$ cat src/rtl/sa_pkg.sv
// Shared types and constant helpers for the systolic-array host loader.
package sa_pkg;

    typedef enum logic [2:0] {
        S_IDLE, S_LOAD_A, S_LOAD_B, S_LOAD_I, S_START, S_WAIT, S_DRAIN, S_DONE
    } state_e;

    typedef enum logic [1:0] {TGT_A, TGT_B, TGT_I} tgt_e;

    // Slots per skewed row: N data words plus N-1 zero pads.
    function automatic int slot_cnt(input int n);
        return 2 * n - 1;
    endfunction

    function automatic bit in_window(input int r, input int k, input int n);
        return (k >= r) && (k < r + n);
    endfunction

    function automatic int cnt_w(input int n);
        return (n <= 1) ? 1 : $clog2(n);
    endfunction

endpackage

$ cat src/rtl/sa_host_loader_if.sv
// Host-side bus bundle: command, operand stream, result stream and array memory ports.
interface sa_host_loader_if #(
    parameter int N       = 4,
    parameter int DW      = 16,
    parameter int ROW_LEN = 256,
    parameter int IW      = 4,
    parameter int NI      = 8,
    parameter int OW      = 32,
    parameter int NO      = 128
);
    localparam int AW  = $clog2(N * ROW_LEN);
    localparam int IAW = $clog2(NI);
    localparam int OAW = $clog2(NO);

    logic           cmd_go, busy, err;
    logic           s_valid, s_ready;
    logic [DW-1:0]  s_data;
    logic           m_valid, m_ready, m_last;
    logic [OW-1:0]  m_data;
    logic [AW-1:0]  addrA, addrB;
    logic           enA, enB, enI;
    logic [DW-1:0]  dataA, dataB;
    logic [IAW-1:0] addrI;
    logic [IW-1:0]  dataI;
    logic [OAW-1:0] addrO;
    logic [OW-1:0]  dataO;
    logic           ap_start, ap_done;

    modport master (
        input  cmd_go, s_valid, s_data, m_ready, dataO, ap_done,
        output busy, err, s_ready, m_valid, m_data, m_last,
               addrA, enA, dataA, addrB, enB, dataB, addrI, enI, dataI, addrO, ap_start
    );

    modport slave (
        output cmd_go, s_valid, s_data, m_ready, dataO, ap_done,
        input  busy, err, s_ready, m_valid, m_data, m_last,
               addrA, enA, dataA, addrB, enB, dataB, addrI, enI, dataI, addrO, ap_start
    );

endinterface

$ cat src/rtl/sa_skew_writer.sv
// Row/slot sequencer for one skewed operand matrix: in-window slots consume a
// stream word (stalling on !valid), out-of-window slots write zero and never stall.
module sa_skew_writer
    import sa_pkg::*;
#(
    parameter int N       = 4,
    parameter int DW      = 16,
    parameter int ROW_LEN = 256,
    parameter int AW      = 10
) (
    input  logic          clk,
    input  logic          rst,
    input  logic          active_i,
    input  logic          s_valid_i,
    input  logic [DW-1:0] s_data_i,
    output logic          s_ready_o,
    output logic [AW-1:0] addr_o,
    output logic          wen_o,
    output logic [DW-1:0] wdata_o,
    output logic          done_o
);
    localparam int SLOTS = slot_cnt(N);
    localparam int RW    = cnt_w(N);
    localparam int KW    = cnt_w(SLOTS);

    logic [RW-1:0] r_q, r_d;
    logic [KW-1:0] k_q, k_d;
    logic          in_win, adv, row_end;

    always_comb begin
        in_win    = in_window(int'(r_q), int'(k_q), N);
        adv       = active_i && (!in_win || s_valid_i);
        row_end   = (k_q == KW'(SLOTS - 1));
        s_ready_o = active_i && in_win;
        wen_o     = adv;
        wdata_o   = (active_i && in_win) ? s_data_i : '0;
        addr_o    = active_i ? AW'(int'(r_q) * ROW_LEN + int'(k_q)) : '0;
        done_o    = adv && row_end && (r_q == RW'(N - 1));
        r_d       = r_q;
        k_d       = k_q;
        if (adv) begin
            if (row_end) begin
                k_d = '0;
                r_d = done_o ? '0 : r_q + RW'(1);
            end else begin
                k_d = k_q + KW'(1);
            end
        end
    end

    always_ff @(posedge clk or negedge rst) begin
        if (!rst) begin
            r_q <= '0;
            k_q <= '0;
        end else begin
            r_q <= r_d;
            k_q <= k_d;
        end
    end

endmodule

$ cat src/rtl/sa_host_loader.sv
// Load A/B (skewed) and instructions, kick the array, drain N*N results.
// Optional WAIT watchdog with sticky err: define SA_LOADER_TIMEOUT_EN (parameter TMO).
module sa_host_loader
    import sa_pkg::*;
#(
    parameter int N       = 4,
    parameter int DW      = 16,
    parameter int ROW_LEN = 256,
    parameter int IW      = 4,
    parameter int NI      = 8,
    parameter int OW      = 32,
    parameter int NO      = 128
`ifdef SA_LOADER_TIMEOUT_EN
    , parameter int TMO   = 4096
`endif
) (
    input logic              clk,
    input logic              rst,
    sa_host_loader_if.master bus
);
    localparam int AW  = $clog2(N * ROW_LEN);
    localparam int IAW = $clog2(NI);
    localparam int OAW = $clog2(NO);

    state_e         state_q, state_d;
    tgt_e           tgt;
    logic [IAW-1:0] icnt_q, icnt_d;
    logic [OAW-1:0] idx_q, idx_d;
    logic           pres_q, pres_d;
    logic           wr_act, wr_rdy, wr_en, wr_done;
    logic [AW-1:0]  wr_addr;
    logic [DW-1:0]  wr_data;

    always_comb begin
        case (state_q)
            S_LOAD_B: tgt = TGT_B;
            S_LOAD_I: tgt = TGT_I;
            default:  tgt = TGT_A;
        endcase
    end

    assign wr_act = (state_q == S_LOAD_A) || (state_q == S_LOAD_B);

    // One writer serves both matrices; its counters wrap to zero after A.
    sa_skew_writer #(.N(N), .DW(DW), .ROW_LEN(ROW_LEN), .AW(AW)) u_wr (
        .clk(clk), .rst(rst), .active_i(wr_act), .s_valid_i(bus.s_valid),
        .s_data_i(bus.s_data), .s_ready_o(wr_rdy), .addr_o(wr_addr),
        .wen_o(wr_en), .wdata_o(wr_data), .done_o(wr_done)
    );

`ifdef SA_LOADER_TIMEOUT_EN
    localparam int TW = cnt_w(TMO);
    logic [TW-1:0] wcnt_q, wcnt_d;
    logic          err_q, err_d;
    assign bus.err = err_q;
`else
    assign bus.err = 1'b0;
`endif

    always_comb begin
        state_d      = state_q;
        icnt_d       = icnt_q;
        idx_d        = idx_q;
        pres_d       = pres_q;
        bus.busy     = (state_q != S_IDLE);
        bus.s_ready  = 1'b0;
        bus.m_valid  = 1'b0;
        bus.m_data   = '0;
        bus.m_last   = 1'b0;
        bus.addrA    = '0;
        bus.enA      = 1'b0;
        bus.dataA    = '0;
        bus.addrB    = '0;
        bus.enB      = 1'b0;
        bus.dataB    = '0;
        bus.addrI    = '0;
        bus.enI      = 1'b0;
        bus.dataI    = '0;
        bus.addrO    = '0;
        bus.ap_start = 1'b0;
`ifdef SA_LOADER_TIMEOUT_EN
        wcnt_d       = '0;
        err_d        = err_q;
`endif
        case (state_q)
            S_IDLE: if (bus.cmd_go) state_d = S_LOAD_A;
            S_LOAD_A, S_LOAD_B: begin
                bus.s_ready = wr_rdy;
                if (tgt == TGT_A) begin
                    bus.addrA = wr_addr;
                    bus.enA   = wr_en;
                    bus.dataA = wr_data;
                end else begin
                    bus.addrB = wr_addr;
                    bus.enB   = wr_en;
                    bus.dataB = wr_data;
                end
                if (wr_done) state_d = (tgt == TGT_A) ? S_LOAD_B : S_LOAD_I;
            end
            S_LOAD_I: begin
                bus.s_ready = 1'b1;
                bus.addrI   = icnt_q;
                bus.enI     = bus.s_valid;
                bus.dataI   = bus.s_valid ? bus.s_data[IW-1:0] : '0;
                if (bus.s_valid) begin
                    if (icnt_q == IAW'(NI - 1)) begin
                        icnt_d  = '0;
                        state_d = S_START;
                    end else begin
                        icnt_d = icnt_q + IAW'(1);
                    end
                end
            end
            S_START: begin
                bus.ap_start = 1'b1;
                state_d      = S_WAIT;
            end
            S_WAIT: begin
                if (bus.ap_done) state_d = S_DRAIN;
`ifdef SA_LOADER_TIMEOUT_EN
                else if (wcnt_q == TW'(TMO - 1)) begin
                    err_d   = 1'b1;
                    state_d = S_DONE;
                end else wcnt_d = wcnt_q + TW'(1);
`endif
            end
            S_DRAIN: begin
                // pres_q=0: address issued; pres_q=1: read data on the stream.
                bus.addrO   = idx_q;
                bus.m_valid = pres_q;
                bus.m_data  = pres_q ? bus.dataO : '0;
                bus.m_last  = pres_q && (idx_q == OAW'(N * N - 1));
                if (!pres_q) pres_d = 1'b1;
                else if (bus.m_ready) begin
                    pres_d = 1'b0;
                    if (idx_q == OAW'(N * N - 1)) begin
                        idx_d   = '0;
                        state_d = S_DONE;
                    end else begin
                        idx_d = idx_q + OAW'(1);
                    end
                end
            end
            S_DONE:  state_d = S_IDLE;
            default: state_d = S_IDLE;
        endcase
    end

    always_ff @(posedge clk or negedge rst) begin
        if (!rst) begin
            state_q <= S_IDLE;
            icnt_q  <= '0;
            idx_q   <= '0;
            pres_q  <= 1'b0;
        end else begin
            state_q <= state_d;
            icnt_q  <= icnt_d;
            idx_q   <= idx_d;
            pres_q  <= pres_d;
        end
    end

`ifdef SA_LOADER_TIMEOUT_EN
    always_ff @(posedge clk or negedge rst) begin
        if (!rst) begin
            wcnt_q <= '0;
            err_q  <= 1'b0;
        end else begin
            wcnt_q <= wcnt_d;
            err_q  <= err_d;
        end
    end
`endif

endmodule
$ cat src/flat_wrapper.sv
// flat-port wrapper written by rule: the top's interface ports become plain ports
module sa_host_loader_flat import sa_pkg::*;
#(
    parameter int N       = 4,
    parameter int DW      = 16,
    parameter int ROW_LEN = 256,
    parameter int IW      = 4,
    parameter int NI      = 8,
    parameter int OW      = 32,
    parameter int NO      = 128

)
  (clk, rst, bus_cmd_go, bus_s_valid, bus_s_data, bus_m_ready, bus_dataO, bus_ap_done, bus_busy, bus_err, bus_s_ready, bus_m_valid, bus_m_data, bus_m_last, bus_addrA, bus_enA, bus_dataA, bus_addrB, bus_enB, bus_dataB, bus_addrI, bus_enI, bus_dataI, bus_addrO, bus_ap_start);
  sa_host_loader_if #(.N(N), .DW(DW), .ROW_LEN(ROW_LEN), .IW(IW), .NI(NI), .OW(OW), .NO(NO)) bus_i ();
  input logic clk;
  input logic rst;
  input wire logic [$bits(bus_i.cmd_go)-1:0] bus_cmd_go;
  input wire logic [$bits(bus_i.s_valid)-1:0] bus_s_valid;
  input wire logic [$bits(bus_i.s_data)-1:0] bus_s_data;
  input wire logic [$bits(bus_i.m_ready)-1:0] bus_m_ready;
  input wire logic [$bits(bus_i.dataO)-1:0] bus_dataO;
  input wire logic [$bits(bus_i.ap_done)-1:0] bus_ap_done;
  output wire logic [$bits(bus_i.busy)-1:0] bus_busy;
  output wire logic [$bits(bus_i.err)-1:0] bus_err;
  output wire logic [$bits(bus_i.s_ready)-1:0] bus_s_ready;
  output wire logic [$bits(bus_i.m_valid)-1:0] bus_m_valid;
  output wire logic [$bits(bus_i.m_data)-1:0] bus_m_data;
  output wire logic [$bits(bus_i.m_last)-1:0] bus_m_last;
  output wire logic [$bits(bus_i.addrA)-1:0] bus_addrA;
  output wire logic [$bits(bus_i.enA)-1:0] bus_enA;
  output wire logic [$bits(bus_i.dataA)-1:0] bus_dataA;
  output wire logic [$bits(bus_i.addrB)-1:0] bus_addrB;
  output wire logic [$bits(bus_i.enB)-1:0] bus_enB;
  output wire logic [$bits(bus_i.dataB)-1:0] bus_dataB;
  output wire logic [$bits(bus_i.addrI)-1:0] bus_addrI;
  output wire logic [$bits(bus_i.enI)-1:0] bus_enI;
  output wire logic [$bits(bus_i.dataI)-1:0] bus_dataI;
  output wire logic [$bits(bus_i.addrO)-1:0] bus_addrO;
  output wire logic [$bits(bus_i.ap_start)-1:0] bus_ap_start;
  assign bus_i.cmd_go = bus_cmd_go;
  assign bus_i.s_valid = bus_s_valid;
  assign bus_i.s_data = bus_s_data;
  assign bus_i.m_ready = bus_m_ready;
  assign bus_i.dataO = bus_dataO;
  assign bus_i.ap_done = bus_ap_done;
  assign bus_busy = bus_i.busy;
  assign bus_err = bus_i.err;
  assign bus_s_ready = bus_i.s_ready;
  assign bus_m_valid = bus_i.m_valid;
  assign bus_m_data = bus_i.m_data;
  assign bus_m_last = bus_i.m_last;
  assign bus_addrA = bus_i.addrA;
  assign bus_enA = bus_i.enA;
  assign bus_dataA = bus_i.dataA;
  assign bus_addrB = bus_i.addrB;
  assign bus_enB = bus_i.enB;
  assign bus_dataB = bus_i.dataB;
  assign bus_addrI = bus_i.addrI;
  assign bus_enI = bus_i.enI;
  assign bus_dataI = bus_i.dataI;
  assign bus_addrO = bus_i.addrO;
  assign bus_ap_start = bus_i.ap_start;
  sa_host_loader #(.N(N), .DW(DW), .ROW_LEN(ROW_LEN), .IW(IW), .NI(NI), .OW(OW), .NO(NO)) u_core (.clk(clk), .rst(rst), .bus(bus_i));
endmodule
$ cat config.mk
export PLATFORM = sky130hd
export DESIGN_NAME = sa_host_loader_flat
export DESIGN_NICKNAME = d
export VERILOG_FILES = /design/src/rtl/sa_pkg.sv /design/src/rtl/sa_host_loader_if.sv /design/src/rtl/sa_skew_writer.sv /design/src/rtl/sa_host_loader.sv /design/src/flat_wrapper.sv
export SDC_FILE = /design/constraint.sdc
export NUM_CORES = 1
export LEC_CHECK = 0
export CAP_MARGIN = 20
export CORE_UTILIZATION = 34
export DETAILED_ROUTE_END_ITERATION = 10
export PLACE_DENSITY = 0.82
export SLEW_MARGIN = 10
export SYNTH_ARGS = -nofsm -noshare
export SYNTH_HDL_FRONTEND = slang
export SYNTH_HIERARCHICAL = 1
export SYNTH_SLANG_ARGS = --single-unit
$ cat constraint.sdc
create_clock -name clk -period 3.17 [get_ports clk]
set_clock_uncertainty 0.2 [all_clocks]
set_input_delay 0.951 -clock clk [delete_from_list [all_inputs] [get_ports clk]]
set_output_delay 0.951 -clock clk [all_outputs]
set_load 0.01 [all_outputs]
Figure 1. M2 wires (run 1).
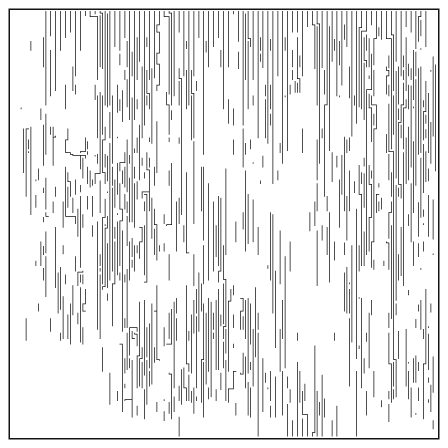
The layer holds 52% of the routed length. The wires run mostly vertical. The longest straight run is 38.8 um. The layer carries 4310 um of wire.
vias: 2520
met2 Usage GRT: 44.9%
final wirelength: 8290 um

Figure 2. Gate-type map (run 1).
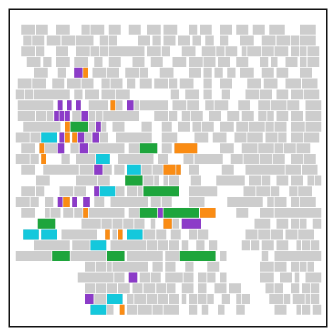
Key: cyan = mux cells [cells 10]; green = fa/ha/maj cells [cells 10]; purple = nand cells [cells 24]; orange = nor cells [cells 17]
combinational share of cell area: 38.3%
most frequent logic cell in the layout: and2_1
post-route insts no fill: 528

==> metrics.yaml, run 1 <==
run_status:
  status: "finished, violations left"
  violations: "negative setup slack"
place:
  dp_slack_ns: -0.465
  dp_hpwl_um: 5750
logic_synthesis:
  ys.flop_type: "dfrtp_1"
  ys_area_um2: 2060
  numSynthFlops: 19
  synth.most_common_cell: "and2_1"
  syn_avg_cell_area_um2: 7.79
  yosys_warnings: 6
  synth.top_cells.by_count: "and2_1, dfrtp_1, nor2_1"
  synth.top_cell.area_share_pct: 31.0
  synth_cell_type_count: 38
  synthCells: 264
global_route:
  antenna_found_initial: 0
  grt_overflow: 0
  grt_pass1_wl_um: 12000
  grt_use_total_pct: 24.2
clock_network:
  numCtsBuffers: 3
  worstSkewPairLatency_ns: 0.26
  cts-hold-fix-buffers: 0
  clk_pin_slew_ns: 0.07
sta:
  finalWorstSetupSlack_ns: -0.234
  setup_viol: 33
  report.final.slew_viol_count: 0
  timing.setup.tns_ns: -5.34
  finalHoldViolCount: 0
drt:
  viasPerCell: 4.77
  postRouteAntennaNets: 0
  drt_iter0_drc: 81
job:
  warnings: 31
setup_path:
  worst-setup-path-type: "flip-flop to primary output"
  crit_required_ns: 2.02
  crit_path_end_kind: "primary output"
  crit_fanout: 8
  cp_data_arrival_time_ns: 2.25
  start_kind: "flip-flop"
worst_hold_path:
  hp-class: "flip-flop to flip-flop"
die:
  die_w_um: 79.8
  core_um2: 5680
  die-area_um2: 6360
  die_y_um: 79.8
finish:
  num_antenna_cells: 0
  drive_gt1_share_pct: 36.0
pwr:
  power.density_nw_per_um2: 743
Figure 3. Cells by drive strength (run 1).
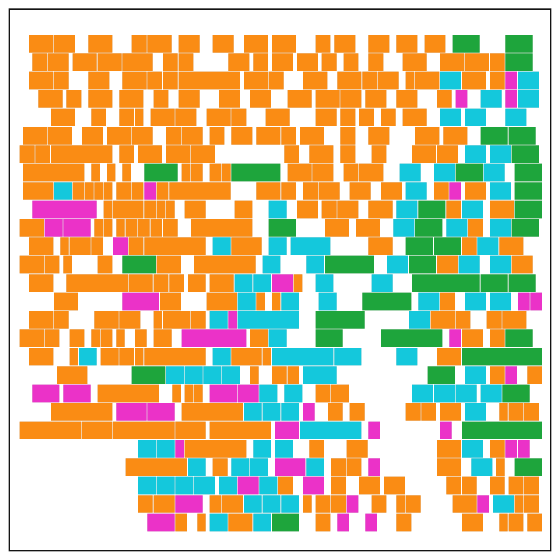
Key: green = x6 and larger [cells 36, most used buf_6]; magenta = x2 [cells 40, most used buf_2]; orange = x1 and smaller [cells 292, most used and2_1]; cyan = x3 and x4 [cells 88, most used buf_4]
final worst setup slack: -0.234 ns
Area Growth Syn to Fin: 104%

## run 1: layer usage
layer	track usage (%)	up-vias	wire, um
li1	-	1231	-
met5	0	-	0
met3	3.77	11	567
met2	44.9	104	4310
met1	28.4	1174	3310
met4	6.79	0	108
## run 1: final cells by class
type	instances	area, um2	area share [%]
timing repair buffer	203	1940	46.1
multi-input combinational	220	1610	38.3
sequential	19	478	11.4
tap	72	90.1	2.15
clock buffer	3	41.3	0.984
inverter	10	37.5	0.894
clock inverter	1	5.00	0.119
## run 1: critical path: stages, from the launching register on
cell and delay, ns:
dfrtp_1 0.40, inv_2 0.09, ha_4 0.20, nand2b_4 0.13, a211oi_2 0.22, and3b_2 0.29
buf_12 0.14, buf_16 0.12, and2_4 0.15, and2_4 0.13, buf_6 0.11
## run 1: report_power, final
part           switching [mW]  total [mW]  internal, mW
sequential             0.0865       0.418         0.331
combinational            1.06        2.53          1.47
clock                  0.0831       0.171        0.0875
total                    1.23        3.12          1.89
## run 1: logic make-up (layout without fill, tap and decap cells)
group,Yosys count,after routing,synth area share (%)
buf+inv,29,217,7.18
simple gates,168,168,48.8
other cells,2,6,0.365
compound gates,24,24,8.21
mux,10,10,5.35
fa+ha+maj,10,10,6.08
xor+xnor,2,2,0.852
flops,19,19,23.1
## run 1: sequential cells by signal (all words and copies together), names as in the netlist
signal           flops
u_core/icnt_q        3
u_core/idx_q         7
u_core/pres_q        1
u_core/state_q       3
u_core/u_wr/k_q      3
u_core/u_wr/r_q      2
## run 1: path summary, 6_finish.rpt
path / from / endpoint / slack [ns] / cells after the start
setup / recovery: u_core/u_wr/k_q[0]$_DFFE_PN0P_ / bus_dataB[7] / -0.23 / 10
hold / removal: u_core/idx_q[6]$_DFFE_PN0P_ / u_core/idx_q[6]$_DFFE_PN0P_ / 0.32 / 1
setup reg to reg: u_core/u_wr/k_q[1]$_DFFE_PN0P_ / u_core/state_q[1]$_DFFE_PN0P_ / 0.15 / 14
hold reg to reg: u_core/idx_q[6]$_DFFE_PN0P_ / u_core/idx_q[6]$_DFFE_PN0P_ / 0.32 / 1
max in group asynchronous: rst / u_core/state_q[1]$_DFFE_PN0P_ / 1.72 / 2
min in group asynchronous: rst / u_core/idx_q[0]$_DFFE_PN0P_ / 0.83 / 2
## run 1: timing repair
action	CTS	global route
resized	205	73
pin swaps	9	20
endpoints found under the setup margin	84	52
gates cloned	4	0
buffers inserted	17	10
## run 1: cell usage in the layout (no fill, tap or decap), drive strengths merged, types with 3 or more instances in the layout
master and count:
conb 6, nand3 6, or3 3, buf 85, nor2 13, a21oi 5, a21o 3, and2 111
nand2 12, o21ai 6, dfrtp 19, dlygate4sd2 42, ha 10, mux2 8, inv 10, nand4 3
and3 11, clkdlybuf4s50 64, clkbuf 10, nand2b 3
## run 1: through the flow
stage	total power, mW	area [um2]	utilization [%]	hold slack [ns]
floorplan	1.40	2070	-	0.273
global placement	2.19	3790	66.7	0.300
detailed placement	2.24	3790	66.7	0.308
CTS	2.86	3930	69.2	0.321
global route	3.34	4200	73.9	0.347
finish	3.12	4200	73.9	0.318
## Run 2: what changed since run 1
- CORE_ASPECT_RATIO: unset -> 2
==> metrics.yaml, run 2 <==
run_status:
  status: "finished, violations left"  # unchanged
  violations: "design-rule violations, negative setup slack"  # was negative setup slack
setup_path:
  crit_required_ns: 2.02  # about the same
  start_kind: "flip-flop"  # unchanged
  cp_data_arrival_time_ns: 2.17  # was 2.25 ns
  reg2reg_to: "u_core/state_q[1]$_DFFE_PN0P_"  # unchanged
  worst-setup-path-type: "flip-flop to primary output"  # unchanged
  r2r_slack_ns: 0.61  # was 0.15 ns
  rr_worst_depth: 11  # was 14
  crit_fanout: 4  # was 8
place:
  dp_hpwl_um: 5540  # was 5750 um
  placed_cell_area_um2: 3790  # about the same
finish:
  largest_reg_flops: 7  # unchanged
  layoutNonFillerInstCount: 513  # was 528
  regMostFlops: "u_core/idx_q"  # unchanged
  lay_top_count: "and2_1"  # unchanged
  comb_area_um2: 1620  # was 1610 um2
  num_antenna_cells: 0  # unchanged
  seq_area_um2: 480  # was 478 um2
  area_delta_synth_final_pct: 102  # was 104%
logic_synthesis:
  synth.top_cells.by_count: "and2_1, dfrtp_1, nor2_1"  # unchanged
  yosys_warnings: 6  # unchanged
  synth.most_common_cell: "and2_1"  # unchanged
  ys.flop_type: "dfrtp_1"  # unchanged
  syn_avg_cell_area_um2: 7.79  # unchanged
  synthCells: 264  # unchanged
  synth.top_cell.area_share_pct: 31.0  # unchanged
  numSynthFlops: 19  # unchanged
global_route:
  antenna_found_initial: 0  # unchanged
  grt_use_total_pct: 23.9  # was 24.2%
  grt_overflow: 0  # unchanged
  grt_pass1_wl_um: 12100  # was 12000 um
clock_network:
  worstSkewPairLatency_ns: 0.25  # was 0.26 ns
worst_hold_path:
  hp-start: "u_core/idx_q[6]$_DFFE_PN0P_"  # unchanged
  holdPathEnd: "u_core/idx_q[6]$_DFFE_PN0P_"  # unchanged
  hp-class: "flip-flop to flip-flop"  # unchanged
  hold_depth: 1  # unchanged
pwr:
  power_mw: 3.11  # was 3.12 mW
die:
  die_w_um: 57  # was 79.8 um
drt:
  drc: 32  # was 0
  drt_iter0_drc: 110  # was 81
  totalWireLength_um: 7780  # was 8290 um
sta:
  timing.setup.tns_ns: -2.43  # was -5.34 ns
  report.final.slew_viol_count: 0  # unchanged
  setup_viol: 32  # was 33
  finalWorstSetupSlack_ns: -0.152  # was -0.234 ns
==> run 2: cell type report <==
cell class	count	area share, %
timing repair buffer	199	44.9
inverter	10	0.903
sequential	19	11.6
multi-input combinational	220	38.9
clock buffer	4	1.90
tap	61	1.84
==> run 2: critical path: stages (launching register included) <==
cell      delay [ns]
dfrtp_1         0.38
inv_2           0.08
ha_4            0.19
nand2b_4        0.13
a211oi_2        0.23
and3b_2         0.28
buf_6           0.14
buf_6           0.11
and2_4          0.13
and2_4          0.13
buf_6           0.11
==> run 2: routing by layer <==
metal | GRT usage (%) | vias to the layer above | share of wire, %
met3 | 5.11 | 13 | 9.5
met1 | 20.2 | 1187 | 29
met5 | 0 | - | 0
met2 | 50.4 | 169 | 59
met4 | 8.13 | 0 | 2.1
li1 | - | 1226 | -
==> run 2: worst max path at each step <==
| stage | slack, ns | end |
|---|---|---|
| 5_1_grt | -0.21 | bus_dataA[2] |
| 3_3_place_gp | -0.46 | bus_enB |
| 6_report | -0.15 | bus_dataB[5] |
| 2_1_floorplan | 0.16 | bus_dataA[0] |
| 4_1_cts | -0.11 | bus_dataA[5] |
| 3_5_place_dp | -0.56 | bus_enA |
==> run 2: metrics by stage <==
step           setup slack, ns  hold WS (ns)
2_1_floorplan            0.160         0.273
3_3_place_gp            -0.459         0.309
3_5_place_dp            -0.559         0.326
4_1_cts                 -0.114         0.338
5_1_grt                 -0.213         0.355
6_report                -0.152         0.320
==> run 2: kinds of logic after synthesis <==
group	after synthesis	synth area share, %
buffers and inverters	29	7.18
adders and majority gates	10	6.08
xor gates and xnor gates	2	0.852
muxes	10	5.35
AOI/OAI and AO/OA	24	8.21
other	2	0.365
DFF	19	23.1
and+or+nand+nor	168	48.8
==> run 2: where the power goes <==
part,leakage [nW],switching (mW),internal [mW]
Sequential,0.231,0.0823,0.335
Clock,0.0382,0.0852,0.171
Combinational,1.91,1.07,1.37
==> run 2: what timing repair did <==
item,4_1_cts,5_1_grt
gates cloned,3,0
resized,221,70
pin swaps,18,8
setup buffers,9,10
hold buffers,0,0
endpoints found under the setup margin,84,50
Figure 4. Clock routing (run 2).
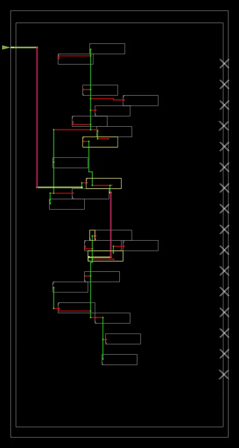
CTS Buf Count: 3
CTS Sinks: 19

Figure 5. Cell classes on the final placement (run 2).
Bar = 20 um. Fill, decap, tap and diode cells in grey.
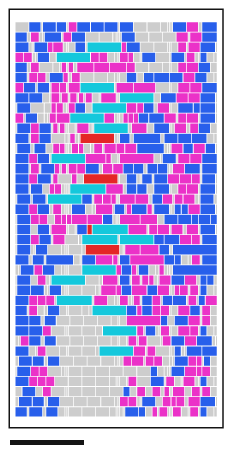
Key: red = clock drivers and dummy loads [cells 4, share of their area 1.9%]; cyan = registers [cells 19, share of their area 12%]; blue = remaining buffers and delay cells [cells 199, share of their area 46%]; magenta = remaining logic cells [cells 230, share of their area 41%]
post-route design area: 4160 um2
Core Util, Final: 72.2%
register share of the cell area: 11.6%
core area: 5760 um2
number of cell rows: 39

Figure 6. Gate-type map (run 2).
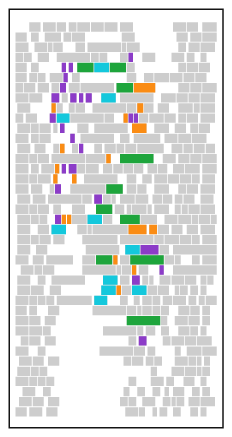

## Run 3: what changed since run 2
- REMOVE_ABC_BUFFERS: unset -> 1
Figure 7. Gate-type map (run 3).
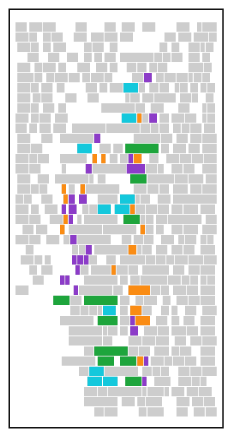
Key: green = fa/ha/maj cells [cells 10]; cyan = mux cells [cells 10]; orange = nor cells [cells 17]; purple = nand cells [cells 24]
post-route insts no fill: 502
combinational share of cell area: 39.6%

==> metrics.yaml, run 3 <==
logic_synthesis:
  synth.most_common_cell: "and2_1"  # unchanged
  synth.top_cell.area_share_pct: 31.0  # unchanged
  syn_avg_cell_area_um2: 7.79  # unchanged
pwr:
  power_mw: 3.02  # was 3.11 mW
  p_int_mw: 1.81  # was 1.87 mW
  p_comb_share_pct: 77.7  # was 78.3%
finish:
  seq_area_um2: 475  # was 480 um2
  lay_top_count: "and2_1"  # unchanged
  largest_reg_flops: 7  # unchanged
  comb_area_um2: 1640  # was 1620 um2
setup_path:
  crit_required_ns: 2.02  # about the same
  cp_num_buf_inv: 2  # was 4
  critPathMaxStageDelay_ns: 0.40  # was 0.38 ns
  cp_cell_sequence: "ha_1, nor2b_1, o21ai_0, and3b_2, clkbuf_16, and2_4, and2_1, buf_2"  # was inv_2, ha_4, nand2b_4, a211oi_2, and3b_2, buf_6, buf_6, and2_4, and2_4, buf_6
sta:
  setup_viol: 31  # was 32
  finalWorstSetupSlack_ns: -0.155  # was -0.152 ns
drt:
  postRouteAntennaNets: 0  # unchanged
  drc: 40  # was 32
die:
  rows: 39  # unchanged
run_status:
  violations: "design-rule violations, negative setup slack"  # unchanged
  status: "finished, violations left"  # unchanged
global_route:
  grt_overflow: 0  # unchanged
Figure 8. Cells by drive strength (run 3).
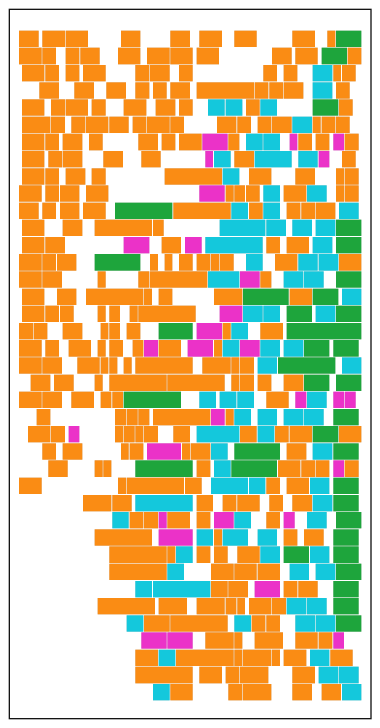
Key: orange = x1 and smaller [cells 293, most used and2_1]; green = x6 and larger [cells 36, most used buf_6]; magenta = x2 [cells 29, most used buf_2]; cyan = x3 and x4 [cells 83, most used and2_4]
Non-Clock Buffer Count: 188
final worst setup slack: -0.155 ns
post-route design area: 4140 um2
Area Growth Syn to Fin: 101%

==> run 3: stage by stage <==
stage	TNS, ns	setup WS, ns	utilization [%]
floorplan	-4.13	-0.188	-
global route	-4.20	-0.199	71.9
CTS	-2.52	-0.143	68.9
global placement	-9.27	-0.667	65.8
finish	-2.40	-0.155	71.9
detailed placement	-11.16	-0.683	65.8
==> run 3: area by class of cell <==
class / count / share of cell area (%)
Timing Repair Buffer: 188 / 44.2
Tap cell: 61 / 1.84
Multi-Input combinational cell: 220 / 39.6
Sequential cell: 19 / 11.5
Inverter: 10 / 0.907
Clock buffer: 4 / 1.90
==> run 3: kinds of logic after synthesis <==
family,Yosys count,synth area share [%]
AND-OR/OR-AND,24,8.21
XOR/XNOR,2,0.852
adder cells (fa/ha/maj),10,6.08
buffers and inverters,29,7.18
flip-flops,19,23.1
multiplexers,10,5.35
other,2,0.365
AND/OR/NAND/NOR,168,48.8
==> run 3: worst paths after layout <==
check | to | slack (ns) | cells after the start
min | u_core/idx_q[6]$_DFFE_PN0P_ | 0.32 | 1
max in group asynchronous | u_core/u_wr/k_q[1]$_DFFE_PN0P_ | 1.74 | 2
min in group asynchronous | u_core/icnt_q[1]$_DFFE_PN0P_ | 0.82 | 2
max reg2reg | u_core/state_q[1]$_DFFE_PN0P_ | 0.53 | 11
min reg2reg | u_core/idx_q[6]$_DFFE_PN0P_ | 0.32 | 1
max | bus_dataA[8] | -0.16 | 8
==> run 3: metal layers <==
| metal | global-route usage (%) | up-vias | routed length, um |
|---|---|---|---|
| met4 | 7.64 | 0 | 144 |
| met1 | 20.8 | 1121 | 2310 |
| met3 | 4.30 | 11 | 632 |
| met2 | 44.6 | 140 | 4310 |
| met5 | 0 | - | 0 |
| li1 | - | 1196 | - |
==> run 3: power groups by stage <==
stage / Clock, mW / Sequential (mW) / Combinational [mW]
floorplan: 0 / 0.417 / 0.897
global placement: 0 / 0.396 / 1.83
detailed placement: 0 / 0.403 / 1.86
CTS: 0.267 / 0.408 / 2.19
global route: 0.277 / 0.422 / 2.53
finish: 0.262 / 0.412 / 2.35
==> run 3: what timing repair did <==
action / 4_1_cts / 5_1_grt
resized: 242 / 42
hold endpoints to repair: 0 / 0
endpoints found under the setup margin: 84 / 50
pin swaps: 16 / 8
setup buffers: 7 / 5
gates cloned: 2 / 0
Power and IR drop assume default switching activity.
